Fig. 1: clock network drawn from the DEF
Drawn at 3 px/um.
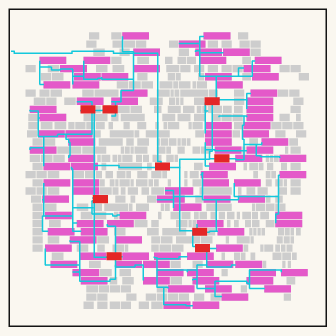
Fig. 2: signal wires by layer
Drawn at 4 px/um.
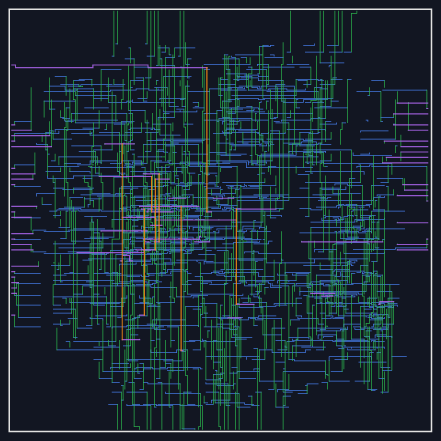
$ cat src/rtl/stopwatch_pkg.sv
// Shared constants for the stopwatch display path: digit count, scan FSM states and the
// seven-segment glyph table (active-high, bit 0 = segment a).
package stopwatch_pkg;

    localparam int unsigned NUM_DIGITS = 8;
    localparam int unsigned DP_BIT     = 7;

    typedef enum logic [1:0] {
        StOff   = 2'd0,
        StBlank = 2'd1,
        StShow  = 2'd2
    } scan_state_e;

    // Index = nibble value; 0-9 decimal, A-F as A b C d E F.
    localparam logic [6:0] GLYPHS [16] = '{
        7'h3F, 7'h06, 7'h5B, 7'h4F, 7'h66, 7'h6D, 7'h7D, 7'h07,
        7'h7F, 7'h6F, 7'h77, 7'h7C, 7'h39, 7'h5E, 7'h79, 7'h71
    };

endpackage

$ cat src/rtl/seg7_decode.sv
// Combinational nibble-to-seven-segment decoder with decimal point; active-high output.
module seg7_decode
    import stopwatch_pkg::*;
(
    input  logic [3:0] nibble_i,
    input  logic       dp_i,
    output logic [7:0] seg_o
);

    always_comb begin
        seg_o         = {1'b0, GLYPHS[nibble_i]};
        seg_o[DP_BIT] = dp_i;
    end

endmodule

$ cat src/rtl/seg_scan_driver.sv
// Eight-digit seven-segment scanner: steps one digit per scan tick with a blank gap between
// digits, and latches a coherent snapshot of the display data at the start of each frame.
module seg_scan_driver
    import stopwatch_pkg::*;
#(
    parameter int unsigned BLANK_CYCLES   = 1000,
    parameter bit          SEG_ACTIVE_LOW = 1'b0,
    parameter bit          AN_ACTIVE_LOW  = 1'b0
) (
    input  logic                    clk,
    input  logic                    rst,
    input  logic                    scan_clk_in,
    input  logic [4*NUM_DIGITS-1:0] digits_bcd,
    input  logic [NUM_DIGITS-1:0]   dp_mask,
    input  logic [NUM_DIGITS-1:0]   digit_en,
    input  logic                    blank_lz,
    output logic [NUM_DIGITS-1:0]   an,
    output logic [7:0]              seg_lo,
    output logic [7:0]              seg_hi,
    output logic                    frame_start
);

    localparam logic [15:0] BlankLast = 16'(BLANK_CYCLES - 1);

    logic sync1_q, sync2_q, prev_q, tick;

    scan_state_e                 state_q, state_d;
    logic [15:0]                 cnt_q, cnt_d;
    logic [2:0]                  idx_q, idx_d;
    logic [4*NUM_DIGITS-1:0]     snap_digits_q, snap_digits_d;
    logic [NUM_DIGITS-1:0]       snap_dp_q, snap_dp_d;
    logic [NUM_DIGITS-1:0]       snap_en_q, snap_en_d;
    logic                        snap_lz_q, snap_lz_d;
    logic                        frame_start_q, frame_start_d;

    logic [NUM_DIGITS-1:0]       an_q, an_d;
    logic [7:0]                  seg_lo_q, seg_lo_d, seg_hi_q, seg_hi_d;

    logic [3:0]                  nibble;
    logic [4*NUM_DIGITS-1:0]     upper_digits;
    logic [NUM_DIGITS-1:0]       upper_dp;
    logic                        lz_blank, dark;
    logic [7:0]                  dec_seg;

    // The scan wave is asynchronous data: synchronise, then detect rising edges.
    always_ff @(posedge clk or posedge rst) begin
        if (rst) begin
            sync1_q <= 1'b0;
            sync2_q <= 1'b0;
            prev_q  <= 1'b0;
        end else begin
            sync1_q <= scan_clk_in;
            sync2_q <= sync1_q;
            prev_q  <= sync2_q;
        end
    end

    assign tick = sync2_q & ~prev_q;

    always_ff @(posedge clk or posedge rst) begin
        if (rst) begin
            state_q       <= StOff;
            cnt_q         <= '0;
            idx_q         <= 3'd7;
            snap_digits_q <= '0;
            snap_dp_q     <= '0;
            snap_en_q     <= '0;
            snap_lz_q     <= 1'b0;
            frame_start_q <= 1'b0;
        end else begin
            state_q       <= state_d;
            cnt_q         <= cnt_d;
            idx_q         <= idx_d;
            snap_digits_q <= snap_digits_d;
            snap_dp_q     <= snap_dp_d;
            snap_en_q     <= snap_en_d;
            snap_lz_q     <= snap_lz_d;
            frame_start_q <= frame_start_d;
        end
    end

    always_comb begin
        state_d       = state_q;
        cnt_d         = cnt_q;
        idx_d         = idx_q;
        snap_digits_d = snap_digits_q;
        snap_dp_d     = snap_dp_q;
        snap_en_d     = snap_en_q;
        snap_lz_d     = snap_lz_q;
        frame_start_d = 1'b0;
        unique case (state_q)
            StOff, StShow: begin
                if (tick) begin
                    state_d = StBlank;
                    cnt_d   = '0;
                end
            end
            StBlank: begin
                // Ticks during the gap are ignored; only the counter ends it.
                if (cnt_q == BlankLast) begin
                    idx_d   = idx_q + 3'd1;
                    state_d = StShow;
                    if (idx_d == 3'd0) begin
                        snap_digits_d = digits_bcd;
                        snap_dp_d     = dp_mask;
                        snap_en_d     = digit_en;
                        snap_lz_d     = blank_lz;
                        frame_start_d = 1'b1;
                    end
                end else begin
                    cnt_d = cnt_q + 16'd1;
                end
            end
            default: state_d = StOff;
        endcase
    end

    // A digit is a leading zero when it and every digit above it is 0 with no dp lit.
    assign nibble       = snap_digits_q[{idx_q, 2'b00} +: 4];
    assign upper_digits = snap_digits_q >> {idx_q, 2'b00};
    assign upper_dp     = snap_dp_q >> idx_q;
    assign lz_blank     = snap_lz_q && (idx_q != 3'd0) && (upper_digits == '0) && (upper_dp == '0);
    assign dark         = !snap_en_q[idx_q] || lz_blank;

    seg7_decode u_decode (
        .nibble_i (nibble),
        .dp_i     (snap_dp_q[idx_q]),
        .seg_o    (dec_seg)
    );

    always_comb begin
        an_d     = '0;
        seg_lo_d = '0;
        seg_hi_d = '0;
        if (state_q == StShow && !dark) begin
            an_d[idx_q] = 1'b1;
            if (idx_q[2]) begin
                seg_hi_d = dec_seg;
            end else begin
                seg_lo_d = dec_seg;
            end
        end
    end

    always_ff @(posedge clk or posedge rst) begin
        if (rst) begin
            an_q     <= '0;
            seg_lo_q <= '0;
            seg_hi_q <= '0;
        end else begin
            an_q     <= an_d;
            seg_lo_q <= seg_lo_d;
            seg_hi_q <= seg_hi_d;
        end
    end

    assign an          = an_q ^ {NUM_DIGITS{AN_ACTIVE_LOW}};
    assign seg_lo      = seg_lo_q ^ {8{SEG_ACTIVE_LOW}};
    assign seg_hi      = seg_hi_q ^ {8{SEG_ACTIVE_LOW}};
    assign frame_start = frame_start_q;

endmodule

$ cat config.mk
export PLATFORM = sky130hd
export DESIGN_NAME = seg_scan_driver
export DESIGN_NICKNAME = d
export VERILOG_FILES = /design/src/rtl/stopwatch_pkg.sv /design/src/rtl/seg7_decode.sv /design/src/rtl/seg_scan_driver.sv
export SDC_FILE = /design/constraint.sdc
export NUM_CORES = 1
export LEC_CHECK = 0
export CAP_MARGIN = 10
export CORE_MARGIN = 5
export CORE_UTILIZATION = 54
export CTS_CLUSTER_DIAMETER = 100
export DETAILED_ROUTE_END_ITERATION = 10
export PLACE_DENSITY = 0.79
export SETUP_SLACK_MARGIN = 0.05
export SKIP_CTS_REPAIR_TIMING = 1
export SLEW_MARGIN = 10
export SYNTH_ARGS = -nofsm -noshare
export SYNTH_HDL_FRONTEND = slang
export SYNTH_HIERARCHICAL = 1
export SYNTH_SLANG_ARGS = --single-unit
$ cat constraint.sdc
create_clock -name clk -period 4.3 [get_ports clk]
set_clock_uncertainty 0.15 [all_clocks]
set_input_delay 0.645 -clock clk [delete_from_list [all_inputs] [get_ports clk]]
set_output_delay 0.645 -clock clk [all_outputs]
set_load 0.05 [all_outputs]
==> run notes <==
- snap_digits_q — Largest Register
- 5902 um2 — final design area excluding fillers
- 37.99% — fraction of standard cell area in multi-input logic
- sky130_fd_sc_hd__dfrtp_1, sky130_fd_sc_hd__mux2_1, sky130_fd_sc_hd__nor2_1, sky130_fd_sc_hd__nand2_1, sky130_fd_sc_hd__a21oi_1 — most instantiated cells after synthesis
- sky130_fd_sc_hd__dfrtp_1 — post-synth top area cell
- multiplexers — kind of cell with the highest combined delay on the critical path
- 8763 um2 — floorplan core area
- sky130_fd_sc_hd__inv_1 — cell with the most instances on the worst path
- 394 — total cells reported by yosys after synthesis
- 55.85% — Core Util at FP
- 0.8936 — routability congestion estimate from global placement
- sync1_q — start point of the worst min-delay path
- no — unrepaired setup endpoints after global routing
- 3,442 — vias in the first global route
- seg_hi[3] — capture instance of the worst register-to-register path
- finished, final reports clean — outcome
- 7.503 mm — dpl hpwl
- 9 — number of buffers added by the clock tree synthesis step
- sync2_q — end of the worst hold path
- 4 — first-pass detailed-route iteration total
- 0 — flip-flops with a built-in enable
- 105.2 um — x dimension of the die
- 0.10 ns — CTS clk-pin slew, worst paths
- 1.736 mW — total chip power
- 20.58% — area growth from synthesis to layout
- 5.800 — DR vias/cell
- 2242 um2 — MI comb area
- 2.666 nW — leakage power of the design
- 34 — number of placement rows
- 526 — Final nets
- 83 — bufs w/o clock
- 2456 um2 — area of all sequential standard cells
- 67.35% — final core utilization
- 0 — worst hold path depth
- flip-flops and latches — Top class by area
- 3.329% — met3 routing resource usage after global routing
- 7 — number of cells on the critical path
- 2 — combined buffer and inverter count along the critical path
- 1.134 ns — Setup WS post-layout
- 105.2 um — vertical extent of the die
- 36 — largest net degree at the start of global routing
- 394 — gate count of the mapped netlist
Notes on Fig. 1 above:
[cyan] clock wires | length: 997 um
[magenta] flip-flops | count: 98
[red] clock drivers | count: 9
routed clock nets	10
flops lie	widely spread
Clk pwr share: 35.1%
Skew-Pair Late Insertion Delay: 0.36 ns
Power Clock: 0.608 mW

Notes on Fig. 2 above:
color	layer	wire length
green	metal 2	4,970 um
blue	metal 1	4,310 um
purple	metal 3	455 um
orange	metal 4	215 um
sum of routed wire length over all layers: 9.955 mm
Tot GR Track Use: 18.54%

-- report_power, final --
| group | leakage (nW) | total [mW] | internal, mW | switching (mW) |
|---|---|---|---|---|
| clock network | 0.0999 | 0.608 | 0.291 | 0.318 |
| registers | 1.33 | 0.981 | 0.950 | 0.0315 |
| logic | 1.23 | 0.146 | 0.0779 | 0.0684 |
-- cell families after synthesis --
group                      count (synthesis)  synth area share [%]
muxes                                     76                 20.09
DFF                                       98                 50.18
xor gates and xnor gates                  15                 2.684
buffers and inverters                     37                 4.039
AOI/OAI and AO/OA                         40                 5.394
adders and majority gates                 11                 2.812
and+or+nand+nor                          117                 14.80
Power figures rest on the tool's default switching activity, not on a simulated workload.
